<file path="src/rtl/fetch_pkg.sv">
// Shared types and constants for the instruction-fetch sequencer.
package fetch_pkg;

  typedef enum logic [1:0] {
    IDLE   = 2'd0,
    REQ    = 2'd1,
    UPDATE = 2'd2
  } fetch_state_t;

  localparam int unsigned PC_INCR                = 4;
  localparam logic [31:0] DEFAULT_RESET_PC       = 32'h0040_0000;
  localparam int unsigned DEFAULT_TIMEOUT_CYCLES = 16;

  // Word fetches require the two address LSBs to be zero.
  function automatic logic is_aligned(input logic [1:0] addr_lsbs);
    return addr_lsbs == 2'b00;
  endfunction

endpackage

</file>
<file path="src/rtl/fetch_timeout_ctr.sv">
// Counts REQ cycles without an ack; expired flags the cycle whose increment reaches LIMIT.
module fetch_timeout_ctr #(
  parameter int unsigned LIMIT = 16
) (
  input  logic clk,
  input  logic rst,
  input  logic clear,
  input  logic en,
  output logic expired
);

  localparam int unsigned CNT_W = (LIMIT > 1) ? $clog2(LIMIT) : 1;

  logic [CNT_W-1:0] cnt_q;
  logic [CNT_W-1:0] cnt_d;

  assign expired = en && (cnt_q == CNT_W'(LIMIT - 1));

  always_comb begin
    cnt_d = cnt_q;
    if (clear) begin
      cnt_d = '0;
    end else if (en && !expired) begin
      cnt_d = cnt_q + CNT_W'(1);
    end
  end

  always_ff @(posedge clk) begin
    if (rst) begin
      cnt_q <= '0;
    end else begin
      cnt_q <= cnt_d;
    end
  end

endmodule

</file>
<file path="src/rtl/fetch_unit.sv">
// Multicycle instruction fetch: PC -> mem req/ack -> instr register, PC+4 writeback.
// Optional mem_ack timeout enabled by defining FETCH_TIMEOUT_EN.
module fetch_unit
  import fetch_pkg::*;
#(
  parameter int unsigned          BIT_WIDTH      = 32,
  parameter logic [BIT_WIDTH-1:0] RESET_PC       = BIT_WIDTH'(DEFAULT_RESET_PC),
  parameter int unsigned          TIMEOUT_CYCLES = DEFAULT_TIMEOUT_CYCLES
) (
  input  logic                 clk,
  input  logic                 rst,
  input  logic                 start,
  input  logic                 flush,
  input  logic [BIT_WIDTH-1:0] pc,
  output logic                 mem_req,
  output logic [BIT_WIDTH-1:0] mem_addr,
  input  logic                 mem_ack,
  input  logic [BIT_WIDTH-1:0] mem_rdata,
  output logic [BIT_WIDTH-1:0] instr,
  output logic [BIT_WIDTH-1:0] pc_next,
  output logic                 pc_en,
  output logic                 done,
  output logic                 fault,
  output logic                 busy
);

  fetch_state_t state_q, state_d;

  logic [BIT_WIDTH-1:0] mem_addr_q, mem_addr_d;
  logic [BIT_WIDTH-1:0] pc_next_q, pc_next_d;
  logic [BIT_WIDTH-1:0] instr_q, instr_d;
  logic                 mem_req_q, mem_req_d;
  logic                 pc_en_q, pc_en_d;
  logic                 done_q, done_d;
  logic                 fault_q, fault_d;
  logic                 busy_q, busy_d;
  logic                 timeout_c;

`ifdef FETCH_TIMEOUT_EN
  logic tmo_clear_c;
  logic tmo_en_c;

  // Clear on the IDLE->REQ transition so every fetch gets a fresh budget.
  assign tmo_clear_c = (state_q == IDLE) && start && !flush && is_aligned(pc[1:0]);
  assign tmo_en_c    = (state_q == REQ) && !mem_ack;

  fetch_timeout_ctr #(
    .LIMIT(TIMEOUT_CYCLES)
  ) u_timeout_ctr (
    .clk    (clk),
    .rst    (rst),
    .clear  (tmo_clear_c),
    .en     (tmo_en_c),
    .expired(timeout_c)
  );
`else
  logic unused_timeout_cfg;

  assign timeout_c          = 1'b0;
  assign unused_timeout_cfg = (TIMEOUT_CYCLES == 0);
`endif

  // Next-state and next-register values; flush beats ack, ack beats timeout.
  always_comb begin
    state_d    = state_q;
    mem_addr_d = mem_addr_q;
    pc_next_d  = pc_next_q;
    instr_d    = instr_q;
    fault_d    = 1'b0;

    case (state_q)
      IDLE: begin
        if (start && !flush) begin
          mem_addr_d = pc;
          pc_next_d  = pc + BIT_WIDTH'(PC_INCR);
          if (is_aligned(pc[1:0])) begin
            state_d = REQ;
          end else begin
            fault_d = 1'b1;
          end
        end
      end
      REQ: begin
        if (flush) begin
          state_d = IDLE;
        end else if (mem_ack) begin
          instr_d = mem_rdata;
          state_d = UPDATE;
        end else if (timeout_c) begin
          fault_d = 1'b1;
          state_d = IDLE;
        end
      end
      UPDATE: begin
        state_d = IDLE;
      end
      default: begin
        state_d = IDLE;
      end
    endcase

    mem_req_d = (state_d == REQ);
    busy_d    = (state_d != IDLE);
    pc_en_d   = (state_d == UPDATE);
    done_d    = (state_d == UPDATE);
  end

  always_ff @(posedge clk) begin
    if (rst) begin
      state_q    <= IDLE;
      mem_addr_q <= RESET_PC;
      pc_next_q  <= RESET_PC;
      instr_q    <= '0;
      mem_req_q  <= 1'b0;
      pc_en_q    <= 1'b0;
      done_q     <= 1'b0;
      fault_q    <= 1'b0;
      busy_q     <= 1'b0;
    end else begin
      state_q    <= state_d;
      mem_addr_q <= mem_addr_d;
      pc_next_q  <= pc_next_d;
      instr_q    <= instr_d;
      mem_req_q  <= mem_req_d;
      pc_en_q    <= pc_en_d;
      done_q     <= done_d;
      fault_q    <= fault_d;
      busy_q     <= busy_d;
    end
  end

  assign mem_req  = mem_req_q;
  assign mem_addr = mem_addr_q;
  assign instr    = instr_q;
  assign pc_next  = pc_next_q;
  assign pc_en    = pc_en_q;
  assign done     = done_q;
  assign fault    = fault_q;
  assign busy     = busy_q;

endmodule

</file>
<file path="config.mk">
export PLATFORM = sky130hd
export DESIGN_NAME = fetch_unit
export DESIGN_NICKNAME = d
export VERILOG_FILES = /design/src/rtl/fetch_pkg.sv /design/src/rtl/fetch_timeout_ctr.sv /design/src/rtl/fetch_unit.sv
export SDC_FILE = /design/constraint.sdc
export NUM_CORES = 1
export LEC_CHECK = 0
export CORE_MARGIN = 3
export CORE_UTILIZATION = 43
export DETAILED_ROUTE_END_ITERATION = 12
export MAX_ROUTING_LAYER = met4
export PLACE_DENSITY = 0.8
export REMOVE_ABC_BUFFERS = 1
export SLEW_MARGIN = 10
export SYNTH_ARGS = -nofsm -noshare
export SYNTH_HDL_FRONTEND = slang
export SYNTH_SLANG_ARGS = --single-unit
export TNS_END_PERCENT = 50
</file>
<file path="constraint.sdc">
create_clock -name clk -period 2.4 [get_ports clk]
set_clock_uncertainty 0.05 [all_clocks]
set_input_delay 0.48 -clock clk [delete_from_list [all_inputs] [get_ports clk]]
set_output_delay 0.48 -clock clk [all_outputs]
set_load 0.02 [all_outputs]
</file>
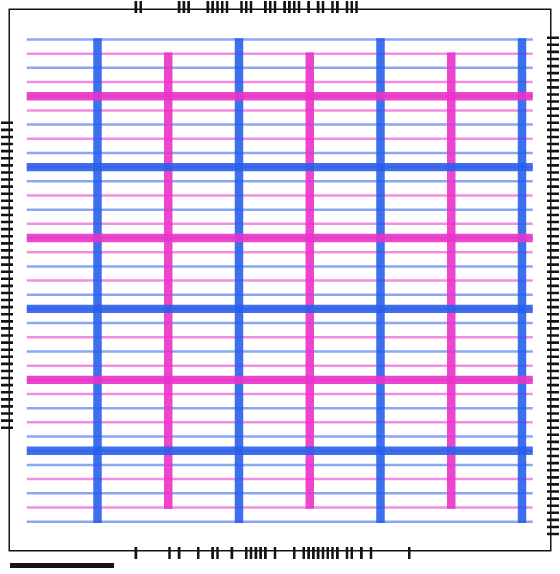
*PDN straps and rails, run 1*
Scale bar: 20 µm. Pins as bars on the die edge.
VSS -> blue
VDD -> magenta
met4 straps = 7
signal pins = 170
met5 straps = 6
core area: 8980 µm²
vertical die size: 104 µm

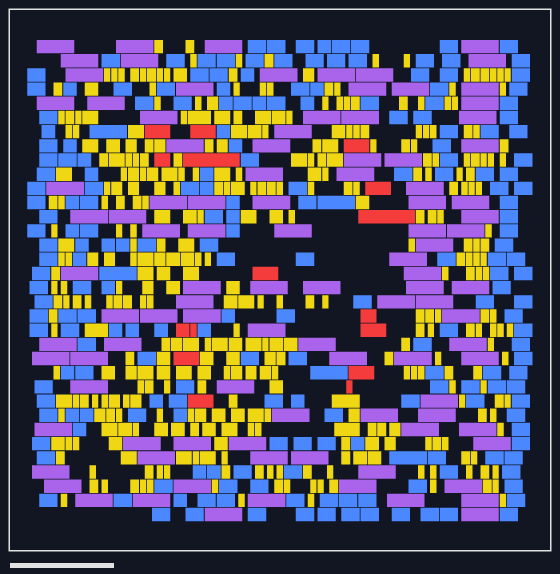
*Cells colored by class, run 1*
Scale bar: 20 µm.
clock drivers and dummy loads -> red  # cells 16
flops -> purple  # cells 100
combinational and other logic -> yellow  # cells 366
other buffers and delay cells -> blue  # cells 215
Final Core Density: 0.710
Finished Cell Area: 6370 µm²
Seq area share: 0.314
Placement Rows: 34

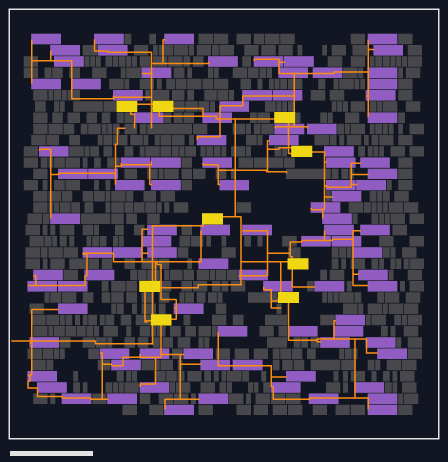
*Clock wires, drivers and flops, run 1*
Scale bar: 20 µm.
clock drivers -> yellow  # count 9
flip-flops -> purple  # count 100
clock wires -> orange  # length 1,090 µm
flops lie = spread over the die
power share of the clock group: 0.329
Skew-Pair Late Insertion Delay: 0.35 ns
P_clk: 0.00116 W

==> results.cfg, run 1 <==
; generated from flow reports
[outcome]
status = finished clean

[synthesis]
synth_seq_share = 0.489
ys_area_um2 = 4090
top_cells_by_area = dfxtp_1, nand2_1, a21oi_1
synth_cell_types = 38
ys_warn_count = 0
netlist_instances = 510
yosysTopAreaCell = dfxtp_1
ys_ff = 100
edf_count = 0
ff_type = dfxtp_1
top_cell_area_share = 0.489

[critical_path]
cp_slowest_cell = clkdlybuf4s50_1
crit_path_max_fanout = 12
crit_family = simple AND/OR/NAND/NOR gates
rrSetupSlack_ns = 0.56
max_stage_delay_ns = 0.50
crit_path_end_kind = register
reg2regPathDepth = 4
cp-start-kind = primary input
crit_required_ns = 2.61
path_cells = clkdlybuf4s50_1 -> ha_1 -> and3_1 -> nand2_1 -> buf_4 -> or4_1 -> a311oi_1
reg2reg_to = pc_next[31]$_SDFFE_PP0N_
r2r-start = state_q[1]$_SDFF_PP0_

[power_and_ir_drop]
share_comb_of_total_power = 0.173
power_frac_seq = 0.498
power_leakage_nw = 2.20
top_power_group = sequential cells
power_w = 0.00353
powerComb_w = 0.000609

[timing]
final_max_slew_viol_count = 0
hold_violations = 0
whs_ns = 0.408
rsz0062_at_grt = no
fin_crit_sh = 0.881
tightest_slew_ns = 0.575
period_needed_ns = 2.12

[grt]
grt-ovfl-total = 0
antenna_found_initial = 0
grt_pass1_wl_mm = 20.1
grt_pass1_vias = 4184

[final_layout]
comb_share = 0.298
sequential_cell_total = 100
diodes = 0
fin_cells = 823
n_fill_cell = 697
clkbuf_count = 11
logic_gates = 365
syn_to_final_growth_pct = 55.7
logic_area_um2 = 1900
clk_share = 0.0340
layout-drive-gt1-share = 0.0947
inverters = 1
nNonClkBuffers = 215
lay_top_count = clkdlybuf4s50_1
dominant_cells = buffers
flop_area_um2 = 2000

[job]
drv_cap = 0

[clock_tree]
clockBufferDepth = 2
cts-root-buf = clkbuf_8
ctsHoldBuffers = 0
cts_setup_buffers = 0
cts-buffers-inserted = 9

[placed_design]
place_congestion = 0.817
place_area_um2 = 6160
portBuffers = 169
dpl.hpwl_mm = 9.24
dp.cells = 807
place_ws_ns = -0.0870

[die]
fp-utilization = 0.456
ioPinCount = 170

[detailed_routing]
drc = 0
drt_first_pass_iters = 4
wl_mm = 12.3
first_iter_violations = 195
ant_nets = 0

[min_path]
worstHoldStart = mem_addr[29]$_SDFFE_PP0N_
hold_depth = 2
holdPathEnd = mem_addr[29]$_SDFFE_PP0N_
run 1: flip-flops by register name (all words and copies together), names as in the netlist:
name,flops
mem_addr,32
state_q,2
instr,32
fault,1
busy,1
mem_req,1
done,1
pc_next,30
run 1: Yosys cell counts, drive strengths merged (2+ instances only):
master	n
a211oi	12
a21oi	65
a311oi	13
and3	2
and4	5
buf	14
clkbuf	30
dfxtp	100
nand2	142
nand3	11
nand3b	3
nand4	10
nor2	33
nor3	11
nor4	9
o31a	4
o31ai	10
or3	2
or4	11
xnor2	6
xor2	5
run 1: how the worst max path moves through the flow:
| stage | from | end | slack (ns) | cells after the start |
|---|---|---|---|---|
| after floorplan | flush | pc_next[14]$_SDFFE_PP0N_ | -5.41 | 4 |
| after global placement | pc[2] | pc_next[18]$_SDFFE_PP0N_ | -0.01 | 7 |
| after detailed placement | pc[2] | pc_next[24]$_SDFFE_PP0N_ | -0.09 | 7 |
| after CTS | pc[2] | pc_next[18]$_SDFFE_PP0N_ | 0.29 | 7 |
| after global routing | pc[2] | pc_next[18]$_SDFFE_PP0N_ | 0.18 | 7 |
| final | pc[2] | pc_next[18]$_SDFFE_PP0N_ | 0.28 | 7 |
run 1: metal layers:
metal  part of all wire  GRT usage
met5                  0          -
met4              0.011     0.0494
met3              0.077     0.0709
met2               0.48      0.398
met1               0.43      0.268
run 1: cell families after synthesis:
| group | after synthesis | share of synthesized area |
|---|---|---|
| adder cells (fa/ha/maj) | 1 | 0.00306 |
| flip-flops | 100 | 0.489 |
| AND/OR/NAND/NOR | 245 | 0.272 |
| AND-OR/OR-AND | 108 | 0.163 |
| buffers and inverters | 45 | 0.0495 |
| XOR/XNOR | 11 | 0.0235 |
==> run 2, diff against run 1 <==
--- a/config.mk
+++ b/config.mk
@@ -7,7 +7,10 @@
 export LEC_CHECK = 0
 export CORE_MARGIN = 3
 export CORE_UTILIZATION = 43
+export CTS_CLUSTER_DIAMETER = 200
 export DETAILED_ROUTE_END_ITERATION = 12
+export GPL_ROUTABILITY_DRIVEN = 0
+export HOLD_SLACK_MARGIN = 0.06
 export MAX_ROUTING_LAYER = met4
 export PLACE_DENSITY = 0.8
 export REMOVE_ABC_BUFFERS = 1
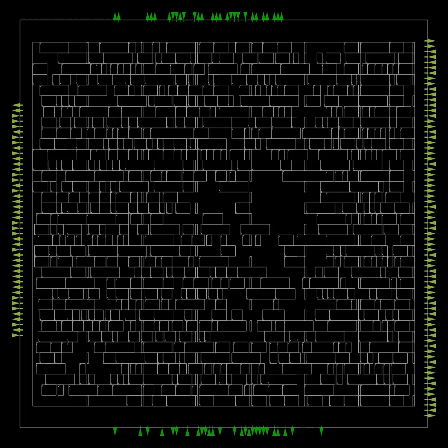
*Cell placement, run 2*
Filler Cells Inserted: 697
flop count: 100
Tapcell Cnt: 126
Finished Layout Cells: 823

==> run 2 against run 1 <==
Clock power about the same. Synthesized cell count did not move. Setup slack did not move. Non-clock buffer count is the same. Worst hold slack unchanged. Via count unchanged. Critical path depth did not move. Sequential power hardly changed. Die area stayed put. Final area stayed put. Core utilization is the same. Sequential cell count is the same. Critical endpoint unchanged. Largest power group unchanged. Highest routed layer unchanged.
==> results.cfg, run 2 <==
; generated from flow reports
[outcome]
status = finished clean

[synthesis]
common_cells = nand2_1, dfxtp_1, a21oi_1, nor2_1, clkbuf_1
mux_share = 0
yosysTopAreaCell = dfxtp_1
synth_seq_share = 0.489
top_logic_kind = simple AND/OR/NAND/NOR gates
synth_cell_types = 38
ys_ff = 100
synthXorXnorAreaFrac = 0.0235
yosys.area_share.aoi = 0.163
edf_count = 0
netlist_instances = 510
ys_area_um2 = 4090

[timing]
period_needed_ns = 2.12
tightest_slew_ns = 0.575
hold_violations = 0

[clock_tree]
clkLatencyLatePin_ns = 0.35
cts-buffers-inserted = 9
cts-root-buf = clkbuf_8
clockBufferDepth = 2

[detailed_routing]
first_iter_violations = 195
drt-met1-wl_mm = 5.34
wl_mm = 12.3
top_layer = met4
drc = 0
drt_first_pass_iters = 4
wl_met2_mm = 5.91

[grt]
grt_pass1_wl_mm = 20.1
antenna_found_initial = 0

[die]
ioPinCount = 170
num_rows = 34
die_h_um = 104

[power_and_ir_drop]
power_w = 0.00353
power_leakage_nw = 2.20

[critical_path]
crit_family = simple AND/OR/NAND/NOR gates
cp-start-kind = primary input
cp_slowest_cell = clkdlybuf4s50_1
crit_required_ns = 2.61
max_stage_delay_ns = 0.50
crit_path_max_fanout = 12

[final_layout]
layout-drive-gt1-share = 0.0947
diodes = 0
syn_to_final_growth_pct = 55.7

[placed_design]
portBuffers = 169
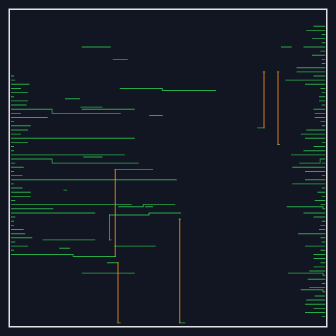
*Signal wires by layer, run 2*
Only two layers are drawn.
metal 3 -> green  # wire length 951 µm
metal 4 -> orange  # wire length 133 µm
Total Routing Usage GR: 0.231
via count: 4,292

## run 2: cell counts after synthesis
Identical to the previous run, type by type.
## run 2: metal layers
layer	track usage	up-vias
met5	-	-
met4	0.0494	0
met3	0.0709	12
met2	0.398	165
met1	0.268	1974
li1	-	2141
## run 2: cell type report
class                   count  area, µm²  area share
flip-flops and latches    100       2000       0.314
clock buffers              11        131      0.0206
clock inverters             5       85.1      0.0133
repair buffers            215       2100       0.329
multi-input cells         365       1900       0.298
well taps                 126        158      0.0247
inverters                   1       3.75    0.000589
## run 2: worst reg2reg max path, stage by stage, from the launching register on
cell and delay [ns]:
dfxtp_1 0.41, or4b_4 0.52, or3_1 0.31, or4_1 0.39, nand3_1 0.09
## run 2: path summary, 6_finish.rpt
check	from	to	slack (ns)	cells after the start
hold reg to reg	mem_addr[29]$_SDFFE_PP0N_	mem_addr[29]$_SDFFE_PP0N_	0.41	2
setup / recovery	pc[2]	pc_next[18]$_SDFFE_PP0N_	0.28	7
hold / removal	mem_addr[29]$_SDFFE_PP0N_	mem_addr[29]$_SDFFE_PP0N_	0.41	2
setup reg to reg	state_q[1]$_SDFF_PP0_	pc_next[31]$_SDFFE_PP0N_	0.56	4
## run 2: stage by stage
step	cell area, µm²	std cells	setup TNS (ns)	hold WS, ns	worst slack [ns]
after floorplan	3890	466	-325.51	0.451	-5.41
after global placement	6160	807	-0.0262	0.392	-0.0146
after detailed placement	6160	807	-0.315	0.396	-0.0870
after CTS	6370	823	0	0.411	0.290
after global routing	6370	823	0	0.423	0.184
final	6370	823	0	0.408	0.285
## run 2: where the power goes
| part | switching, W | internal [W] | total, W |
|---|---|---|---|
| Sequential | 0.0000336 | 0.00172 | 0.00176 |
| Clock | 0.000567 | 0.000594 | 0.00116 |
| Combinational | 0.000298 | 0.000312 | 0.000609 |
Power and IR drop assume default switching activity.
